## src/rtl/p_mux_pkg.sv

```systemverilog
// Shared constants for the project multiplexer: bus widths, bit-field offsets
// and FSM state encodings.
package p_mux_pkg;

  localparam int unsigned IW_W = 18;
  localparam int unsigned OW_W = 24;

  // Broadcast bus fields: {uio_in, ui_in, rst_n, clk}
  localparam int unsigned IW_CLK   = 0;
  localparam int unsigned IW_RST_N = 1;
  localparam int unsigned IW_UI    = 2;
  localparam int unsigned IW_UIO   = 10;

  // Per-project output fields: {uio_oe, uio_out, uo_out}
  localparam int unsigned OW_UO      = 0;
  localparam int unsigned OW_UIO_OUT = 8;
  localparam int unsigned OW_UIO_OE  = 16;

  localparam logic [0:0] ST_RUN  = 1'b0;
  localparam logic [0:0] ST_HOLD = 1'b1;

endpackage

```

## src/rtl/p_mux_sync.sv

```systemverilog
// Two-flop synchroniser for an asynchronous pad input, with a selectable
// reset level so the output is inactive while the block is in reset.
module p_mux_sync #(
  parameter logic RST_VAL = 1'b0
) (
  input  logic clk,
  input  logic rst,
  input  logic d,
  output logic q
);

  logic meta;

  always_ff @(posedge clk) begin
    if (rst) begin
      meta <= RST_VAL;
      q    <= RST_VAL;
    end else begin
      meta <= d;
      q    <= meta;
    end
  end

endmodule

```

## src/rtl/p_mux_ctrl.sv

```systemverilog
// Project multiplexer controller: selects one of N_PROJ project wrappers,
// holds the project reset after every selection change, and muxes pad I/O.
module p_mux_ctrl
  import p_mux_pkg::*;
#(
  parameter int unsigned N_PROJ   = 16,
  parameter int unsigned ADDR_W   = 4,
  parameter int unsigned RST_HOLD = 8
) (
  input  logic                   clk,
  input  logic                   rst,
  input  logic                   ctrl_sel_rst_n,
  input  logic                   ctrl_sel_inc,
  input  logic                   ctrl_ena,
  input  logic                   pad_clk,
  input  logic                   pad_rst_n,
  input  logic [7:0]             pad_ui_in,
  input  logic [7:0]             pad_uio_in,
  output logic [IW_W-1:0]        iw,
  output logic [N_PROJ-1:0]      ena,
  input  logic [OW_W*N_PROJ-1:0] ow_all,
  output logic [7:0]             pad_uo_out,
  output logic [7:0]             pad_uio_out,
  output logic [7:0]             pad_uio_oe,
  output logic [ADDR_W-1:0]      sel_addr,
  output logic                   busy
);

  localparam int unsigned           CNT_W     = $clog2(RST_HOLD + 1);
  localparam logic [CNT_W-1:0]      HOLD_LOAD = CNT_W'(RST_HOLD - 1);
  localparam logic [ADDR_W-1:0]     SEL_MAX   = ADDR_W'(N_PROJ - 1);

  logic sel_rst_n_s, sel_inc_s, ena_s;

  // Synchronisers reset to their inactive level so release causes no events.
  p_mux_sync #(.RST_VAL(1'b1)) u_sync_sel_rst_n (
    .clk(clk), .rst(rst), .d(ctrl_sel_rst_n), .q(sel_rst_n_s)
  );
  p_mux_sync #(.RST_VAL(1'b1)) u_sync_sel_inc (
    .clk(clk), .rst(rst), .d(ctrl_sel_inc), .q(sel_inc_s)
  );
  p_mux_sync #(.RST_VAL(1'b0)) u_sync_ena (
    .clk(clk), .rst(rst), .d(ctrl_ena), .q(ena_s)
  );

  logic              inc_prev_q;
  logic [0:0]        state_q, state_d;
  logic [CNT_W-1:0]  cnt_q, cnt_d;
  logic [ADDR_W-1:0] sel_q, sel_d;
  logic [N_PROJ-1:0] ena_q, ena_d;
  logic [OW_W-1:0]   pad_q, pad_d, ow_sel;
  logic              iw_rst_n_q, iw_rst_n_d;
  logic              sel_clr, inc_evt, run_en;

  always_comb begin
    sel_clr = ~sel_rst_n_s;
    inc_evt = sel_inc_s & ~inc_prev_q;
    sel_d   = sel_q;
    if (sel_clr) begin
      sel_d = '0;
    end else if (inc_evt) begin
      sel_d = (sel_q == SEL_MAX) ? '0 : sel_q + 1'b1;
    end

    state_d = state_q;
    cnt_d   = cnt_q;
    if (sel_clr || (sel_d != sel_q)) begin
      state_d = ST_HOLD;
      cnt_d   = HOLD_LOAD;
    end else if (state_q == ST_HOLD) begin
      if (cnt_q == '0) begin
        state_d = ST_RUN;
      end else begin
        cnt_d = cnt_q - 1'b1;
      end
    end
  end

  always_comb begin
    ow_sel = '0;
    for (int unsigned p = 0; p < N_PROJ; p++) begin
      if (sel_d == ADDR_W'(p)) ow_sel = ow_all[p*OW_W +: OW_W];
    end
  end

  // Outputs are computed from next state so they line up with busy.
  always_comb begin
    run_en = (state_d == ST_RUN) && ena_s;
    ena_d  = '0;
    if (run_en) ena_d[sel_d] = 1'b1;
    pad_d      = run_en ? ow_sel : '0;
    iw_rst_n_d = pad_rst_n && (state_d == ST_RUN);
  end

  always_ff @(posedge clk) begin
    if (rst) begin
      inc_prev_q <= 1'b1;
      state_q    <= ST_HOLD;
      cnt_q      <= HOLD_LOAD;
      sel_q      <= '0;
      ena_q      <= '0;
      pad_q      <= '0;
      iw_rst_n_q <= 1'b0;
    end else begin
      inc_prev_q <= sel_inc_s;
      state_q    <= state_d;
      cnt_q      <= cnt_d;
      sel_q      <= sel_d;
      ena_q      <= ena_d;
      pad_q      <= pad_d;
      iw_rst_n_q <= iw_rst_n_d;
    end
  end

  assign iw[IW_CLK]       = pad_clk;
  assign iw[IW_RST_N]     = iw_rst_n_q;
  assign iw[IW_UI +: 8]   = pad_ui_in;
  assign iw[IW_UIO +: 8]  = pad_uio_in;
  assign ena              = ena_q;
  assign pad_uo_out       = pad_q[OW_UO +: 8];
  assign pad_uio_out      = pad_q[OW_UIO_OUT +: 8];
  assign pad_uio_oe       = pad_q[OW_UIO_OE +: 8];
  assign sel_addr         = sel_q;
  assign busy             = (state_q == ST_HOLD);

endmodule

```

## config.mk

```make
export PLATFORM = sky130hd
export DESIGN_NAME = p_mux_ctrl
export DESIGN_NICKNAME = d
export VERILOG_FILES = /design/src/rtl/p_mux_pkg.sv /design/src/rtl/p_mux_sync.sv /design/src/rtl/p_mux_ctrl.sv
export SDC_FILE = /design/constraint.sdc
export NUM_CORES = 1
export LEC_CHECK = 0
export CAP_MARGIN = 20
export CORE_AREA = 2 2 181 183
export CTS_CLUSTER_SIZE = 25
export DETAILED_ROUTE_END_ITERATION = 8
export DIE_AREA = 0 0 183 185
export PLACE_DENSITY_LB_ADDON = 0.3
export SYNTH_ARGS = -nofsm -noshare
export SYNTH_HDL_FRONTEND = slang
export SYNTH_HIERARCHICAL = 1
export SYNTH_SLANG_ARGS = --single-unit
export TNS_END_PERCENT = 50
```

## constraint.sdc

```tcl
create_clock -name clk -period 2.5 [get_ports clk]
set_clock_uncertainty 0.05 [all_clocks]
set_input_delay 0.375 -clock clk [delete_from_list [all_inputs] [get_ports clk]]
set_output_delay 0.375 -clock clk [all_outputs]
set_load 0.02 [all_outputs]
```

**Run 1: M1 wires**

(2 px per µm) Supply wires on this layer in grey.
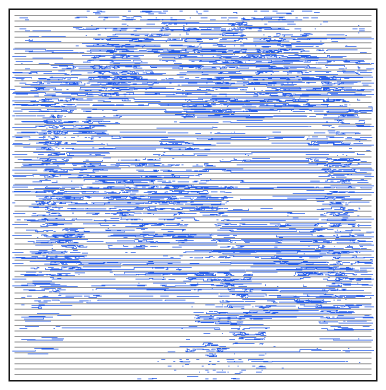
main direction	horizontal
share of all routed wire	41%
nets with wire on the layer	1587
longest straight run	92.0 µm
wire length on this layer	18800 µm
Routed WL: 46200 µm
M1 GR Usage: 0.320
via count: 9103

**Run 1: cell outlines without signal wires**

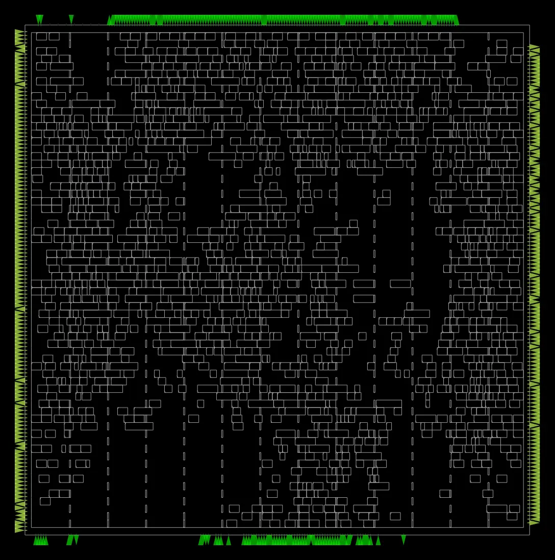
Fill cells: 3153
Taps Inserted: 408
Core ar.: 32000 µm²
flip-flops: 57
fraction of area in registers: 0.0822

**Run 1: signal wires on met2**

(1.5 px per µm) Cells faint in the background.
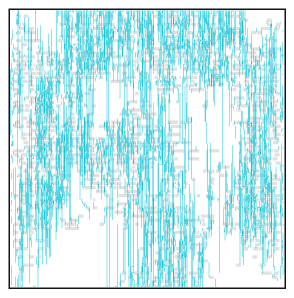
main direction	vertical
share of all routed wire	49%
GR Util met2: 0.451

==> results.cfg, run 1 <==
; flow metrics
[placement]
placed_cell_area_um2 = 11800
gp_congestion = 0.905

[pwr]
vdd_drop_max_mv = 0.213
power.switching_uw = 948
combPwrFrac = 0.341

[cells_and_area]
multi_input_comb_cells = 606
instances_no_fill = 1798
nonClkBufAreaFrac = 0.486
antenna_cells = 2
drive_above_1_share = 0.345

[status]
status = finished, violations left
violations = negative setup slack

[sta]
setup_ws_ns = -0.263
setup_viol = 24

[critical_path]
cp.required_ns = 2.72
cp_max_fo = 6
slowest_stage = a211oi_4

[run]
warnings = 29

[floorplanning]
dieHeight_um = 185

[global_route]
grt_max_degree = 27
[run 1: placed cells by master, fill, tap and decap left out, types with 10 or more instances in the layout]
| cell type | instances |
|---|---|
| o22ai_1 | 27 |
| buf_4 | 208 |
| nor2_1 | 67 |
| a22oi_1 | 14 |
| buf_12 | 19 |
| buf_6 | 32 |
| clkdlybuf4s50_1 | 435 |
| a221oi_2 | 10 |
| a21oi_1 | 19 |
| clkbuf_16 | 12 |
| a2111oi_4 | 12 |
| nand3_1 | 23 |
| a2111oi_2 | 10 |
| nor3_1 | 12 |
| a221oi_1 | 12 |
| dfxtp_1 | 51 |
| o21ai_0 | 27 |
| nand2_1 | 90 |
[run 1: worst min path at each step]
stage	start	end	slack (ns)	cells after the start
2_1_floorplan	u_sync_sel_inc/meta	u_sync_sel_inc/q	0.34	1
3_3_place_gp	u_sync_sel_rst_n/meta	u_sync_sel_rst_n/q	0.35	1
3_5_place_dp	u_sync_sel_rst_n/meta	u_sync_sel_rst_n/q	0.34	1
4_1_cts	u_sync_sel_rst_n/meta	u_sync_sel_rst_n/q	0.36	1
5_1_grt	u_sync_sel_rst_n/meta	u_sync_sel_rst_n/q	0.39	1
6_report	u_sync_sel_rst_n/meta	u_sync_sel_rst_n/q	0.36	1
[run 1: state kept, by name, summed over array words and instances, names as in the netlist]
| register | count |
|---|---|
| u_sync_sel_inc/meta | 1 |
| u_sync_sel_rst_n/meta | 1 |
| u_sync_sel_rst_n/q | 1 |
| pad_q | 24 |
| u_sync_ena/q | 1 |
| iw_rst_n_q | 1 |
| busy | 1 |
| sel_addr | 4 |
| ena | 16 |
| u_sync_ena/meta | 1 |
| u_sync_sel_inc/q | 1 |
| cnt_q | 4 |
| inc_prev_q | 1 |
==> run 2, diff against run 1 <==
--- a/config.mk
+++ b/config.mk
@@ -6,11 +6,10 @@
 export NUM_CORES = 1
 export LEC_CHECK = 0
 export CAP_MARGIN = 20
-export CORE_AREA = 2 2 181 183
-export CTS_CLUSTER_SIZE = 25
+export CORE_AREA = 2 2 180 182
 export DETAILED_ROUTE_END_ITERATION = 8
-export DIE_AREA = 0 0 183 185
-export PLACE_DENSITY_LB_ADDON = 0.3
+export DIE_AREA = 0 0 182 184
+export PLACE_DENSITY = 0.52
 export SYNTH_ARGS = -nofsm -noshare
 export SYNTH_HDL_FRONTEND = slang
 export SYNTH_HIERARCHICAL = 1
==> constraint.sdc (replaced) <==
create_clock -name clk -period 3.1 [get_ports clk]
set_clock_uncertainty 0.05 [all_clocks]
set_input_delay 0.465 -clock clk [delete_from_list [all_inputs] [get_ports clk]]
set_output_delay 0.465 -clock clk [all_outputs]
set_load 0.02 [all_outputs]
**Run 2: M1 wires**

(2 px per µm) Supply wires on this layer in grey.
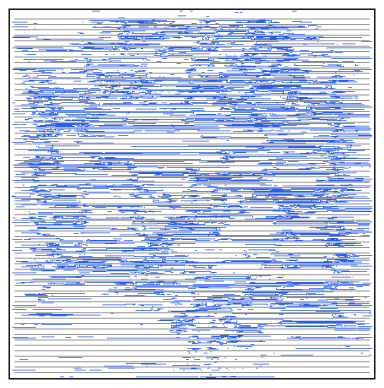
wire length on this layer	19000 µm
longest straight run	92.5 µm
share of all routed wire	41%
main direction	horizontal
nets with wire on the layer	1454

**Run 2: signal wires on met2**

(1.5 px per µm) Cells faint in the background.
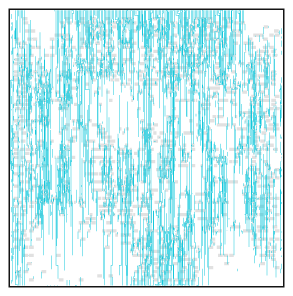
Routed WL: 46000 µm
GR Util met2: 0.447
via count: 8451

==> run 2 against run 1 <==
The run now ends clean; die area decreased by 1.1%; register-to-register slack better by 0.34 ns; setup slack improved by 0.34 ns; highest routed layer unchanged.
==> results.cfg, run 2 <==
; flow metrics
[hold_path]
min_from = u_sync_sel_rst_n/meta
min_path_cells = 1
whs_endpoint = u_sync_sel_rst_n/q

[sta]
setup_ws_ns = 0.0757
setup_viol = 0

[cells_and_area]
antenna_cells = 1
seq_share = 0.0993
seq_cells = 57
instances_no_fill = 1647
layout_top_cells = clkdlybuf4s50_1 (435), buf_4 (113), nand2_1 (99), nor2_1 (69), dfxtp_1 (57)
multi_input_comb_cells = 606
top_register = pad_q
drive_above_1_share = 0.165
nonClkBufAreaFrac = 0.471

[pwr]
vdd_drop_max_mv = 0.251
combPwrFrac = 0.296
power.switching_uw = 684

[placement]
placed_cell_area_um2 = 10900
gp_congestion = 0.905

[run]
warnings = 28

[status]
status = completed

[global_route]
gr-usage-met1 = 0.329

[critical_path]
cp_max_fo = 26
cp.required_ns = 3.28

[floorplanning]
core_um2 = 31400
## run 2: through the flow
stage,total power [µW],hold slack [ns],util
3_5_place_dp,1560,0.351,0.348
6_report,2780,0.367,0.366
3_3_place_gp,1570,0.358,0.348
2_1_floorplan,923,0.335,-
5_1_grt,2880,0.387,0.366
4_1_cts,2800,0.365,0.361
## run 2: how the worst max path moves through the flow
| stage | cells past startpoint | slack [ns] | startpoint | to |
|---|---|---|---|---|
| global route | 10 | -0.08 | sel_addr[0] | pad_q[13] |
| CTS | 11 | -0.02 | sel_addr[0] | pad_q[23] |
| finish | 10 | 0.08 | sel_addr[0] | pad_q[13] |
| floorplan | 10 | 0.35 | sel_addr[0] | pad_q[0] |
| detailed placement | 11 | -0.18 | sel_addr[0] | pad_q[11] |
| global placement | 11 | -0.18 | sel_addr[0] | pad_q[9] |
## run 2: routing by layer
layer | part of all wire | routed length (µm)
met1 | 0.41 | 19000
met3 | 0.083 | 3810
met2 | 0.47 | 21800
met4 | 0.029 | 1340
met5 | 0.00041 | 19
## run 2: cells by family after synthesis
group | count (synthesis)
adders and majority gates | 2
DFF | 57
muxes | 16
AOI/OAI and AO/OA | 284
buffers and inverters | 80
xor gates and xnor gates | 3
and+or+nand+nor | 300
## run 2: critical path, stage by stage, from the launching register on
cell,delay [ns]
dfxtp_1,0.31
ha_1,0.32
and4b_1,0.25
a31oi_4,0.25
buf_12,0.26
a211oi_4,0.11
buf_4,0.22
a221oi_2,0.36
o211ai_1,0.32
a221oi_1,0.34
o21ai_0,0.10
## run 2: power by group through the flow
stage	clock network, µW	logic, µW	registers (µW)
floorplan	0	163	761
global placement	0	807	761
detailed placement	0	801	761
CTS	1240	813	745
global route	1270	865	746
finish	1210	824	746
==> run 3, diff against run 2 <==
--- a/config.mk
+++ b/config.mk
@@ -9,6 +9,7 @@
 export CORE_AREA = 2 2 180 182
 export DETAILED_ROUTE_END_ITERATION = 8
 export DIE_AREA = 0 0 182 184
+export GPL_ROUTABILITY_DRIVEN = 0
 export PLACE_DENSITY = 0.52
 export SYNTH_ARGS = -nofsm -noshare
 export SYNTH_HDL_FRONTEND = slang
==> constraint.sdc (replaced) <==
create_clock -name clk -period 2.8 [get_ports clk]
set_clock_uncertainty 0.05 [all_clocks]
set_input_delay 0.42 -clock clk [delete_from_list [all_inputs] [get_ports clk]]
set_output_delay 0.42 -clock clk [all_outputs]
set_load 0.02 [all_outputs]
**Run 3: met3 routing**

(2 px per µm)
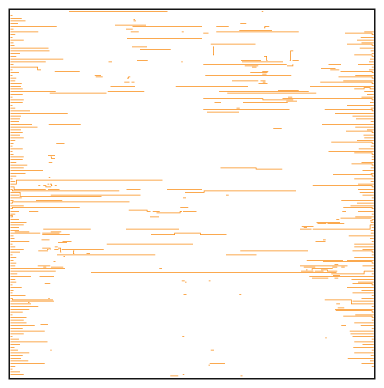
nets with wire on the layer	378
main direction	horizontal
longest straight run	122 µm
Routed WL: 46600 µm
GRT met3 Usage: 0.0636

**Run 3: M1 wires**

(2 px per µm) Supply wires on this layer in grey.
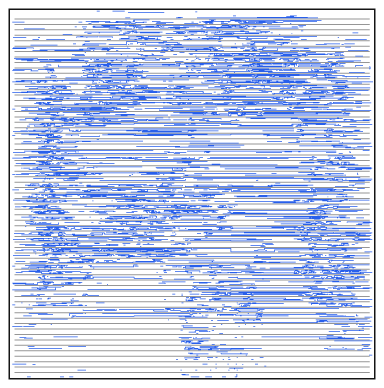
nets with wire on the layer	1540
wire length on this layer	18900 µm
main direction	horizontal

==> run 3 against run 2 <==
The run now ends with negative setup slack left; sequential share of layout area is 0.90 points lower; combinational power increased by about 20%; design area rose by 12%; first-iteration DRC count up 19%; total power increased by 4.1%; sequential power grew about 10%; area after synthesis did not move; maximum frequency is 7.1% higher; global-route usage shrank 0.11 points; utilization rose by 4.2 points; via count grew 5.5%; sequential cell count did not move; critical path type unchanged; largest cell class unchanged; largest power group unchanged; highest routed layer unchanged.
==> results.cfg, run 3 <==
; flow metrics
[global_route]
gr-usage-met1 = 0.323
grt_max_degree = 27
grt.met2_usage = 0.455

[pwr]
p_total_uw = 2890
vdd_drop_max_mv = 0.243
p_clk_frac = 0.366
combPwrFrac = 0.349
seqPwrFrac = 0.285
internal-power_uw = 2100
power.switching_uw = 792

[cells_and_area]
layout_top_cells = clkdlybuf4s50_1 (435), buf_4 (178), nand2_1 (94), nor2_1 (67), dfxtp_1 (50)
lay_top_count = clkdlybuf4s50_1
drive_above_1_share = 0.268
fillers = 3139
largest_reg_flops = 24
instances_no_fill = 1735
top_register = pad_q

[floorplanning]
core_um2 = 31400
initCoreUtil = 0.172
ioPinCount = 470
dieHeight_um = 184

[sta]
setup_ws_ns = -0.0232
setup_viol = 1
worst_slew_pin_slew_ns = 0.597

[placement]
dpl_worst_slack_ns = -0.462

[drt]
wl_met2_um = 22600
vias = 8913
wl_met1_um = 18900
maxUsedRoutingLayer = met5
vias_per_cell = 5.14

[hold_path]
min_from = u_sync_sel_rst_n/meta
whs_endpoint = u_sync_sel_rst_n/q
min_path_cells = 1

[status]
violations = negative setup slack
status = finished, violations left

[critical_path]
cp_max_fo = 6
critPathLaunch = u_sync_sel_inc/q
cp.required_ns = 2.99
path_class = flip-flop to flip-flop

[run]
warnings = 28
run 3: cell counts after synthesis:
No cell type changed its count.
run 3: power groups by stage:
stage	clock network [µW]	registers, µW	logic [µW]
6_report	1060	824	1010
3_5_place_dp	0	843	910
3_3_place_gp	0	843	911
4_1_cts	1090	826	948
2_1_floorplan	0	842	180
5_1_grt	1130	825	1050
run 3: final cells by class:
type	count	area (µm²)	share of cell area
multi-input combinational	606	4630	0.361
inverter	6	22.5	0.00176
clock inverter	5	32.5	0.00254
timing repair buffer	646	6240	0.486
tap	402	503	0.0392
clock buffer	10	239	0.0186
antenna	3	7.51	0.000585
sequential	57	1160	0.0902
run 3: timing repair:
item | 4_1_cts | 5_1_grt
endpoints found under the setup margin | 23 | 23
resized | 71 | 99
setup buffers | 14 | 23
cloned | 2 | 1
pin swaps | 13 | 41
run 3: how the worst max path moves through the flow:
| stage | end | depth (start not counted) |
|---|---|---|
| floorplan | pad_q[0] | 10 |
| global placement | pad_q[5] | 12 |
| detailed placement | pad_q[11] | 12 |
| CTS | pad_q[23] | 11 |
| global route | pad_q[16] | 12 |
| finish | pad_q[9] | 10 |
run 3: critical path: stages (launching register included):
cell       delay, ns
dfxtp_4         0.37
buf_4           0.13
and3b_2         0.24
a22oi_2         0.10
buf_6           0.13
buf_4           0.13
a211oi_4        0.55
a221oi_1        0.24
a311oi_4        0.37
a2111oi_4       0.07
o41ai_2         0.34
run 3: metrics by stage:
stage / hold WS [ns] / area [µm²] / util
2_1_floorplan: 0.335 / 5390 / -
3_3_place_gp: 0.339 / 11400 / 0.363
3_5_place_dp: 0.346 / 11400 / 0.364
4_1_cts: 0.360 / 12100 / 0.387
5_1_grt: 0.373 / 12800 / 0.408
6_report: 0.357 / 12800 / 0.409

==> layout pictures side by side <==
Met4 routing.
(2 px per µm) Supply wires on this layer in grey.
picture 1
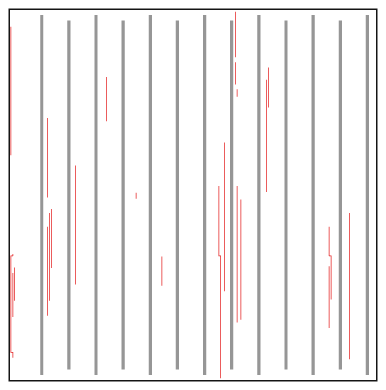
picture 2
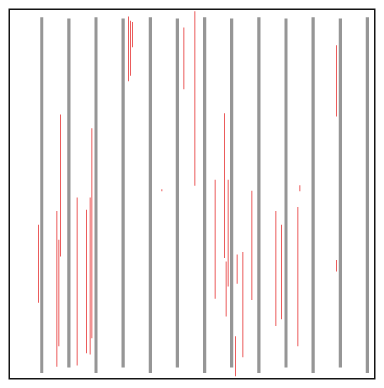
run 1 -> picture 1
run 2 -> picture 2

Key to picture 1:
nets with wire on the layer	22
main direction	vertical

No activity file was given, so power comes from the tool's default toggle rates.
